### config.mk
export PLATFORM = sky130hd
export DESIGN_NAME = rom_rr_arbiter
export DESIGN_NICKNAME = d
export VERILOG_FILES = /design/src/rtl/rom_rr_arbiter.sv
export SDC_FILE = /design/constraint.sdc
export NUM_CORES = 1
export LEC_CHECK = 0
export ABC_CLOCK_PERIOD_IN_PS = 2690
export CORE_ASPECT_RATIO = 1.5
export CORE_MARGIN = 4
export CORE_UTILIZATION = 42
export DETAILED_ROUTE_END_ITERATION = 8
export GPL_TIMING_DRIVEN = 0
export PLACE_DENSITY = 0.82
export SYNTH_ARGS = -nofsm -noshare
export SYNTH_HDL_FRONTEND = slang
export SYNTH_SLANG_ARGS = --single-unit
export TNS_END_PERCENT = 1
### constraint.sdc
create_clock -name clk -period 2.69 [get_ports clk]
set_input_delay 0.538 -clock clk [delete_from_list [all_inputs] [get_ports clk]]
set_output_delay 0.538 -clock clk [all_outputs]
set_load 0.05 [all_outputs]
### src/rtl/rom_rr_arbiter.sv
// Two-requester arbiter in front of a combinational-read ROM: registered address and read data.
// Define ARB_FIXED_PRIO_EN to make requester 0 always win contention instead of round-robin.
module rom_rr_arbiter #(
    parameter int unsigned ADDR_W = 4,
    parameter int unsigned DATA_W = 8
) (
    input  logic              clk,
    input  logic              rst,
    input  logic              req0,
    input  logic [ADDR_W-1:0] addr0,
    output logic              gnt0,
    output logic              rvalid0,
    output logic [DATA_W-1:0] rdata0,
    input  logic              req1,
    input  logic [ADDR_W-1:0] addr1,
    output logic              gnt1,
    output logic              rvalid1,
    output logic [DATA_W-1:0] rdata1,
    output logic [ADDR_W-1:0] rom_addr,
    input  logic [DATA_W-1:0] rom_data,
    output logic              busy
);

    typedef enum logic {IDLE, READ} state_t;

    state_t              state_q;
    logic                owner_q;
    logic [ADDR_W-1:0]   rom_addr_q;
    logic                rvalid0_q, rvalid1_q;
    logic [DATA_W-1:0]   rdata0_q, rdata1_q;
    logic                pick1;
    logic                idle_ok;

`ifdef ARB_FIXED_PRIO_EN
    assign pick1 = req1 & ~req0;
`else
    // last_gnt_q resets to 1 so requester 0 wins the first contention.
    logic last_gnt_q;
    assign pick1 = req1 & (~req0 | ~last_gnt_q);
`endif

    // Grants are combinational; reset suppresses them in the same cycle.
    assign idle_ok = (state_q == IDLE) & ~rst;
    assign gnt0    = idle_ok & req0 & ~pick1;
    assign gnt1    = idle_ok & pick1;

    always_ff @(posedge clk) begin
        if (rst) begin
            state_q    <= IDLE;
            owner_q    <= 1'b0;
            rom_addr_q <= '0;
            rvalid0_q  <= 1'b0;
            rvalid1_q  <= 1'b0;
            rdata0_q   <= '0;
            rdata1_q   <= '0;
`ifndef ARB_FIXED_PRIO_EN
            last_gnt_q <= 1'b1;
`endif
        end else begin
            rvalid0_q <= 1'b0;
            rvalid1_q <= 1'b0;
            case (state_q)
                IDLE: begin
                    if (gnt0 | gnt1) begin
                        rom_addr_q <= gnt1 ? addr1 : addr0;
                        owner_q    <= gnt1;
                        state_q    <= READ;
                    end
                end
                READ: begin
                    if (owner_q) begin
                        rdata1_q  <= rom_data;
                        rvalid1_q <= 1'b1;
                    end else begin
                        rdata0_q  <= rom_data;
                        rvalid0_q <= 1'b1;
                    end
`ifndef ARB_FIXED_PRIO_EN
                    last_gnt_q <= owner_q;
`endif
                    state_q <= IDLE;
                end
                default: state_q <= IDLE;
            endcase
        end
    end

    assign rom_addr = rom_addr_q;
    assign rvalid0  = rvalid0_q;
    assign rvalid1  = rvalid1_q;
    assign rdata0   = rdata0_q;
    assign rdata1   = rdata1_q;
    assign busy     = (state_q == READ);

endmodule

==> flow_metrics.py, run 1 <==
# Auto-generated metrics
metrics = {
    "sta": {
        "rsz0062_at_grt": "no",
        "setup_violations": 0,
        "worst_pin_slew_ns": 0.515,
        "max_slew_margin_pct": 65.6,
        "tns_ns": 0,
        "fin_crit_sh_pct": 94.7,
    },
    "setup_path": {
        "regToRegSetupSlack_ns": 1.41,
        "cp.required_ns": 2.15,
        "endpoint_kind": "primary output",
        "worstPathMaxFanout": 7,
        "r2r_start": "busy",
        "critPathMaxStageDelay_ns": 0.45,
        "worst_setup_path_start_kind": "input port",
        "cpMostUsedCell": "buf_2",
    },
    "logic_synthesis": {
        "synth_nets": 130,
        "ys_ff": 25,
        "synth_cells": 110,
        "yosysTopAreaCell": "dfxtp_1",
        "postSynthSeqShare_pct": 53.6,
        "ys_warn_count": 0,
    },
    "global_routing": {
        "first_global_vias": 900,
        "overflow": 0,
        "antenna_found_initial": 0,
        "grt_pass1_wl_um": 3660,
    },
    "run_status": {
        "status": "finished, final reports clean",
    },
    "floorplanning": {
        "io_pins": 45,
        "coreArea_um2": 2080,
        "initCoreUtil_pct": 44.9,
    },
    "hold_path": {
        "holdPathStages": 2,
        "min_path_type": "reg2reg",
    },
    "placement": {
        "dp_slack_ns": -0.408,
    },
    "clock_network": {
        "hold_buffers": 0,
        "root_buffer": "clkbuf_4",
        "clk_pin_slew_worst_paths_ns": 0.12,
        "cts_buffers": 3,
    },
    "final_layout": {
        "syn2layout_area_growth_pct": 51.9,
        "fill_cells": 186,
    },
    "drt": {
        "drc": 0,
        "vias_per_cell": 4.94,
    },
    "power": {
        "power_density_nw_per_um2": 550,
    },
    "job": {
        "maxCapViolCount": 0,
    },
}
run 1: area by class of cell:
class | count | area, µm² | share of cell area, %
multi-input cells | 75 | 385 | 27.2
flip-flops and latches | 25 | 500 | 35.3
inverters | 3 | 11.3 | 0.794
repair buffers | 44 | 430 | 30.4
plain buffers | 7 | 36.3 | 2.56
well taps | 22 | 27.5 | 1.94
clock buffers | 4 | 26.3 | 1.85
run 1: power breakdown:
| group | leakage (nW) | total [mW] | switching, mW | internal, mW |
|---|---|---|---|---|
| logic | 0.306 | 0.212 | 0.129 | 0.0837 |
| registers | 0.204 | 0.405 | 0.0123 | 0.393 |
| clock network | 0.0150 | 0.162 | 0.104 | 0.0580 |
run 1: state kept, by name, summed over array words and instances (netlist names):
name	count
last_gnt_q	1
busy	1
rdata1	8
rdata0	8
rvalid0	1
rom_addr	4
rvalid1	1
owner_q	1
run 1: routing by layer:
metal | global-route usage [%] | share of wire (%) | vias up
li1 | - | - | 454
met1 | 16.4 | 37 | 392
met2 | 29.0 | 51 | 39
met3 | 3.29 | 9.4 | 5
met4 | 9.61 | 2.4 | 0
met5 | 0 | 0 | -
run 1: cells by family after synthesis:
family | Yosys count | share of synthesized area, %
AND-OR/OR-AND | 26 | 15.5
buffers and inverters | 10 | 5.09
flip-flops | 25 | 53.6
multiplexers | 4 | 4.29
AND/OR/NAND/NOR | 45 | 21.4
run 1: per-stage QoR:
| step | hold slack [ns] | std cells |
|---|---|---|
| 6_report | 0.462 | 180 |
| 5_1_grt | 0.490 | 180 |
| 4_1_cts | 0.464 | 180 |
| 3_5_place_dp | 0.447 | 176 |
| 3_3_place_gp | 0.441 | 176 |
| 2_1_floorplan | 0.449 | 110 |
run 1: how the worst max path moves through the flow:
| stage | from | end | slack (ns) | depth (start not counted) |
|---|---|---|---|---|
| 3_3_place_gp | req1 | gnt1 | -0.39 | 6 |
| 6_report | req1 | gnt1 | 0.14 | 6 |
| 5_1_grt | req1 | gnt1 | 0.09 | 6 |
| 2_1_floorplan | req1 | gnt1 | 0.63 | 4 |
| 4_1_cts | req1 | gnt1 | 0.02 | 6 |
| 3_5_place_dp | req1 | gnt1 | -0.41 | 6 |
run 1: cells in the final DEF, fill, tap and decap left out, types with 2 or more instances in the layout:
master and n:
clkdlybuf4s50_1 42, nand2_1 35, dfxtp_1 25, a21oi_1 20, clkbuf_1 5, mux2i_1 4, o31ai_1 4, buf_2 3
inv_1 3, clkbuf_4 3, and2_1 2, nand2b_1 2, nor2_1 2
run 1: worst max-delay path, delay by kind of cell:
kind                   cells  cell delay, ns
buffers and inverters      4            0.93
AND/OR/NAND/NOR            1            0.30
AND-OR/OR-AND              1            0.25
run 1: what timing repair did:
action	CTS	global route
setup buffers	0	0
setup endpoints to repair	2	2
hold endpoints to repair	0	0
resized	4	4
run 1: Yosys cell counts:
master    instances
mux2i_1           4
nor3b_4           1
a21oi_1          20
and2_1            2
buf_6             1
nand2_1          35
buf_2             2
nor2b_1           1
o21ai_0           1
nor2_1            2
o31ai_1           4
nand3_1           1
clkbuf_1          4
nand2b_1          2
dfxtp_1          25
inv_1             3
or3_1             1
a21bo_2           1
Figure 1. Metal 1 (run 1).
Scale: 8 px per µm. Supply wires on this layer in grey.
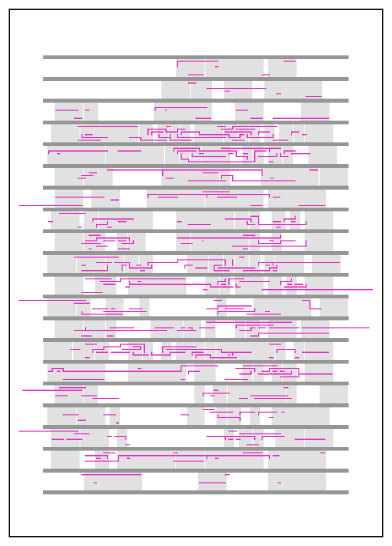
share of all routed wire: 37%
wire length on this layer: 829 µm
main direction: horizontal
longest straight run: 19.3 µm
nets with wire on the layer: 146
met1 usage: 16.4%
via count: 890
Routed WL: 2230 µm

Figure 2. Congestion heat map (run 1).
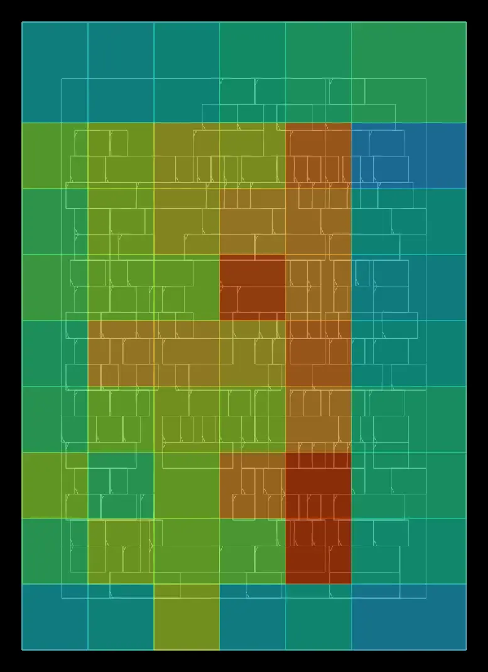
fin util: 68.3%
total track usage: 16.3%
met2 usage: 29.0%
drt wl/cell: 12.4 µm

Figure 3. M3 wires (run 1).
Scale: 6 px per µm.
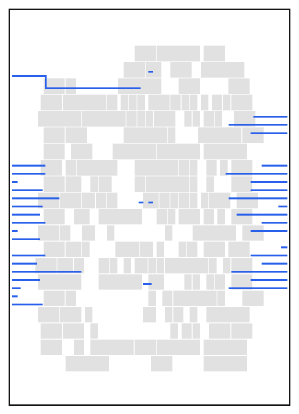
longest straight run: 15.6 µm
nets with wire on the layer: 37
main direction: horizontal
wire length on this layer: 210 µm
met3 usage in global routing: 3.29%

==> run 2, diff against run 1 <==
--- a/config.mk
+++ b/config.mk
@@ -5,13 +5,14 @@
 export SDC_FILE = /design/constraint.sdc
 export NUM_CORES = 1
 export LEC_CHECK = 0
+export ABC_AREA = 1
 export ABC_CLOCK_PERIOD_IN_PS = 2690
 export CORE_ASPECT_RATIO = 1.5
 export CORE_MARGIN = 4
-export CORE_UTILIZATION = 42
+export CORE_UTILIZATION = 43
 export DETAILED_ROUTE_END_ITERATION = 8
 export GPL_TIMING_DRIVEN = 0
-export PLACE_DENSITY = 0.82
+export PLACE_DENSITY = 0.83
 export SYNTH_ARGS = -nofsm -noshare
 export SYNTH_HDL_FRONTEND = slang
 export SYNTH_SLANG_ARGS = --single-unit
Figure 4. Metal 1 (run 2).
Scale: 8 px per µm. Supply wires on this layer in grey.
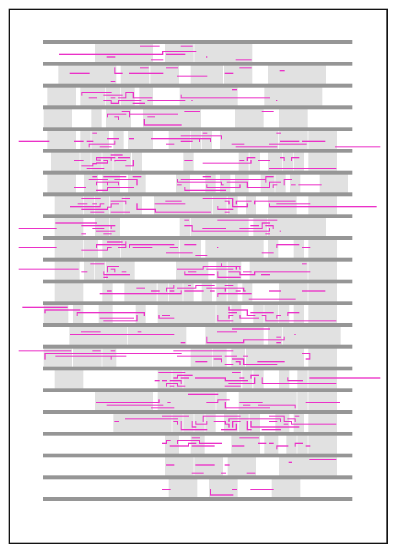
nets with wire on the layer: 159
main direction: horizontal
longest straight run: 17.0 µm
share of all routed wire: 39%
wire length on this layer: 857 µm
Routed WL: 2200 µm
via count: 962
met1 usage: 17.0%

Figure 5. M3 wires (run 2).
Scale: 6 px per µm.
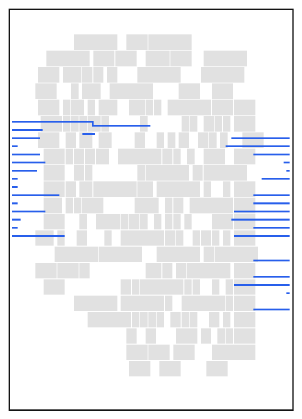
wire length on this layer: 176 µm
nets with wire on the layer: 33
share of all routed wire: 8.0%
main direction: horizontal
met3 usage in global routing: 3.78%

==> run 2 against run 1 <==
Against the previous run: highest routed layer is now met3; synthesized cell count is 13% higher; synthesized area grew 5.4%; register-to-register slack better by 0.07 ns; wire length decreased by 1.7%; fmax fell by 0.79%; sequential share of layout area is 1.2 points lower; combinational power rose by 23%.
==> flow_metrics.py, run 2 <==
# Auto-generated metrics
metrics = {
    "job": {
        "maxCapViolCount": 0,
    },
    "final_layout": {
        "layout_top_cell": "clkdlybuf4s50_1",
    },
    "sta": {
        "worst_pin_slew_ns": 0.503,
        "rsz0062_at_grt": "no",
        "setup_violations": 0,
    },
    "setup_path": {
        "critPathMaxStageDelay_ns": 0.57,
    },
    "clock_network": {
        "clk_pin_slew_worst_paths_ns": 0.12,
        "post_cts_resized": 2,
        "cts_buffers": 3,
        "root_buffer": "clkbuf_4",
        "cts_setup_buffers": 0,
    },
    "global_routing": {
        "first_global_vias": 899,
        "overflow": 0,
    },
    "logic_synthesis": {
        "ys_ff": 25,
        "most_common_cell": "nor2_1",
        "synth_cells": 124,
        "enable_flop_cells": 0,
        "synthArstFlopShare_pct": 0,
    },
    "power": {
        "power_density_nw_per_um2": 572,
        "p_int_uw": 553,
        "p_switching_uw": 285,
        "switching_share_pct": 34.0,
    },
    "run_status": {
        "status": "finished, final reports clean",
    },
    "drt": {
        "avgRoutedWirePerCell_um": 11.3,
    },
    "floorplanning": {
        "coreArea_um2": 2210,
        "initCoreUtil_pct": 44.6,
    },
}
-- run 2: final cells by class --
cell class | instances | area [µm²] | share of cell area, %
inverter | 9 | 33.8 | 2.30
timing repair buffer | 43 | 428 | 29.2
clock buffer | 4 | 26.3 | 1.79
sequential | 25 | 500 | 34.1
multi-input combinational | 86 | 418 | 28.5
tap | 23 | 28.8 | 1.96
buffer | 4 | 31.3 | 2.13
-- run 2: power by group through the flow --
stage               clock (mW)  sequential, mW  combinational [mW]
floorplan                    0           0.516              0.0744
global placement             0           0.425               0.261
detailed placement           0           0.426               0.264
CTS                      0.165           0.418               0.263
global route             0.177           0.421               0.282
finish                   0.159           0.418               0.261
-- run 2: logic make-up (layout without fill, tap and decap cells) --
kind of cell / count (synthesis) / count (layout) / share of synthesized area, %
and+or+nand+nor: 65 / 65 / 30.7
DFF: 25 / 25 / 50.9
AOI/OAI and AO/OA: 21 / 21 / 11.8
buffers and inverters: 13 / 60 / 6.61
-- run 2: worst paths after layout --
| path | start | endpoint | slack (ns) | cells past startpoint |
|---|---|---|---|---|
| setup / recovery | req0 | gnt0 | 0.12 | 4 |
| hold / removal | rst | rom_addr[2] | 0.44 | 2 |
| setup reg to reg | busy | rdata0[4] | 1.48 | 5 |
| hold reg to reg | rdata1[5] | rdata1[5] | 0.49 | 2 |
-- run 2: worst max-delay path: cells and delay by family --
family | cells | cell delay [ns]
simple gates | 1 | 0.21
compound gates | 1 | 0.17
buf+inv | 2 | 1.11
-- run 2: stage by stage --
stage,utilization (%),hold slack [ns],cells
after floorplan,-,0.449,124
after global placement,65.4,0.462,190
after detailed placement,65.4,0.471,190
after CTS,66.4,0.426,194
after global routing,66.4,0.415,194
final,66.4,0.436,194
-- run 2: per-layer routing --
layer	part of all wire, %	up-vias	GRT usage, %
met2	53	34	29.1
met3	8.0	0	3.78
met4	0	0	5.19
met5	0	-	0
li1	-	500	-
met1	39	428	17.0
==> run 3, diff against run 2 <==
--- a/config.mk
+++ b/config.mk
@@ -7,6 +7,7 @@
 export LEC_CHECK = 0
 export ABC_AREA = 1
 export ABC_CLOCK_PERIOD_IN_PS = 2690
+export CAP_MARGIN = 20
 export CORE_ASPECT_RATIO = 1.5
 export CORE_MARGIN = 4
 export CORE_UTILIZATION = 43
Figure 6. Signal wires by layer (run 3).
Scale: 8 px per µm. Only two layers are drawn.
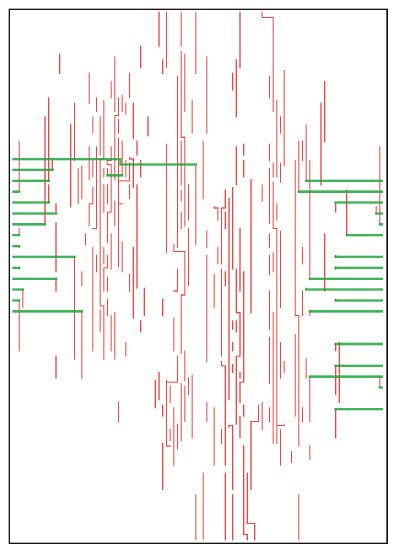
legend:
  M3:
    colour: green
    wire_length: 176 µm
  M2:
    colour: red
    wire_length: 1160 µm
total track usage: 16.0%
drt wl/cell: 11.3 µm

Figure 7. Congestion heat map (run 3).
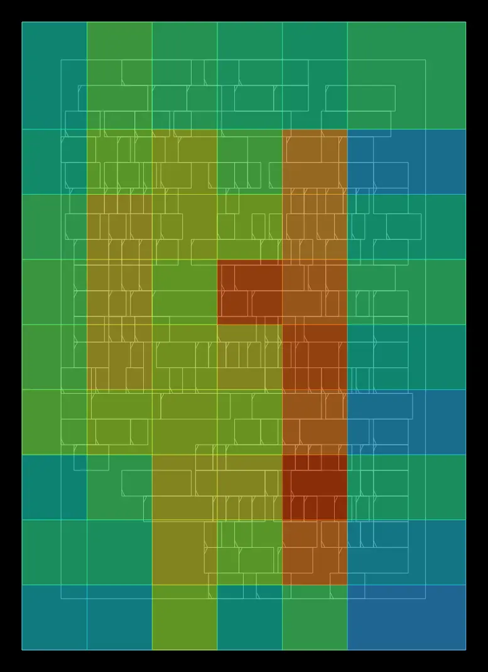
fin util: 66.4%
GRT busiest layer: met2

==> run 3 against run 2 <==
Against the previous run: cell count stayed put; critical path depth unchanged; sequential share of layout area unchanged; register-to-register slack is essentially flat; die area unchanged; wire length unchanged; fmax unchanged; via count stayed put; power unchanged; cell area stayed put; sequential power about the same; first-iteration DRC count unchanged; critical path type unchanged; critical endpoint unchanged; highest routed layer unchanged.
==> flow_metrics.py, run 3 <==
# Auto-generated metrics
metrics = {
    "logic_synthesis": {
        "ys_sh_aoi_pct": 11.8,
        "synth_nets": 144,
        "fa_ha_area_share_pct": 0,
        "most_common_cell": "nor2_1",
        "synth_cells": 124,
        "synthArstFlopShare_pct": 0,
        "ys_ff": 25,
        "enable_flop_cells": 0,
        "xor_area_share_pct": 0,
        "synth.area.mux_share_pct": 0,
    },
    "floorplanning": {
        "coreArea_um2": 2210,
        "die_w_um": 47.0,
    },
    "job": {
        "maxCapViolCount": 0,
    },
    "sta": {
        "tns_ns": 0,
        "worst_pin_slew_ns": 0.503,
        "setup_violations": 0,
    },
    "drt": {
        "vias": 962,
        "totalWireLength_um": 2200,
        "ant_nets": 0,
    },
    "placement": {
        "place_inst": 190,
        "routabilityCongestion": 0.747,
    },
    "final_layout": {
        "fill_cells": 214,
        "layout.cells.non_filler": 194,
        "seq_area_um2": 500,
        "logic_area_um2": 418,
    },
    "clock_network": {
        "root_buffer": "clkbuf_4",
        "cts_buffers": 3,
        "clk_pin_slew_worst_paths_ns": 0.12,
    },
    "global_routing": {
        "first_global_vias": 899,
    },
    "run_status": {
        "status": "finished, final reports clean",
    },
    "hold_path": {
        "min-delay-start": "rst",
    },
    "setup_path": {
        "r2r_start": "busy",
    },
}
## run 3: cells by family after synthesis
logic type             after synthesis
AND/OR/NAND/NOR                     65
buffers and inverters               13
AND-OR/OR-AND                       21
flip-flops                          25
## run 3: per-stage QoR
stage / cell area, µm² / hold slack, ns
after floorplan: 983 / 0.449
after global placement: 1440 / 0.462
after detailed placement: 1440 / 0.471
after CTS: 1470 / 0.426
after global routing: 1470 / 0.415
final: 1470 / 0.436
## run 3: final timing paths
kind / endpoint / slack, ns / depth (start not counted)
min reg2reg: rdata1[5] / 0.49 / 2
min: rom_addr[2] / 0.44 / 2
max: gnt0 / 0.12 / 4
max reg2reg: rdata0[4] / 1.48 / 5
## run 3: timing repair
| item | in CTS | in global routing |
|---|---|---|
| endpoints found under the hold margin | 0 | 0 |
| buffers inserted | 0 | 0 |
| gates resized | 2 | 0 |
| endpoints found under the setup margin | 2 | 0 |
## run 3: layer usage
layer  track usage [%]  up-vias  part of all wire [%]
met5                 0        -                     0
met4              5.19        0                     0
met3              3.78        0                   8.0
met2              29.1       34                    53
met1              17.0      428                    39
li1                  -      500                     -
## run 3: final cells by class
cell class                 count  share of cell area, %
sequential                    25                   34.1
buffer                         4                   2.13
clock buffer                   4                   1.79
tap                           23                   1.96
multi-input combinational     86                   28.5
inverter                       9                   2.30
timing repair buffer          43                   29.2
## run 3: report_power, final
group	total (mW)	switching, mW	internal, mW
Clock	0.159	0.102	0.0578
Combinational	0.261	0.166	0.0955
Sequential	0.418	0.0178	0.400
## run 3: critical path, cell delays in order
cell and delay, ns:
clkdlybuf4s50_1 0.57, nand2_1 0.21, a21oi_1 0.17, dlygate4sd2_1 0.54
Power is estimated from default activity; no workload was simulated.
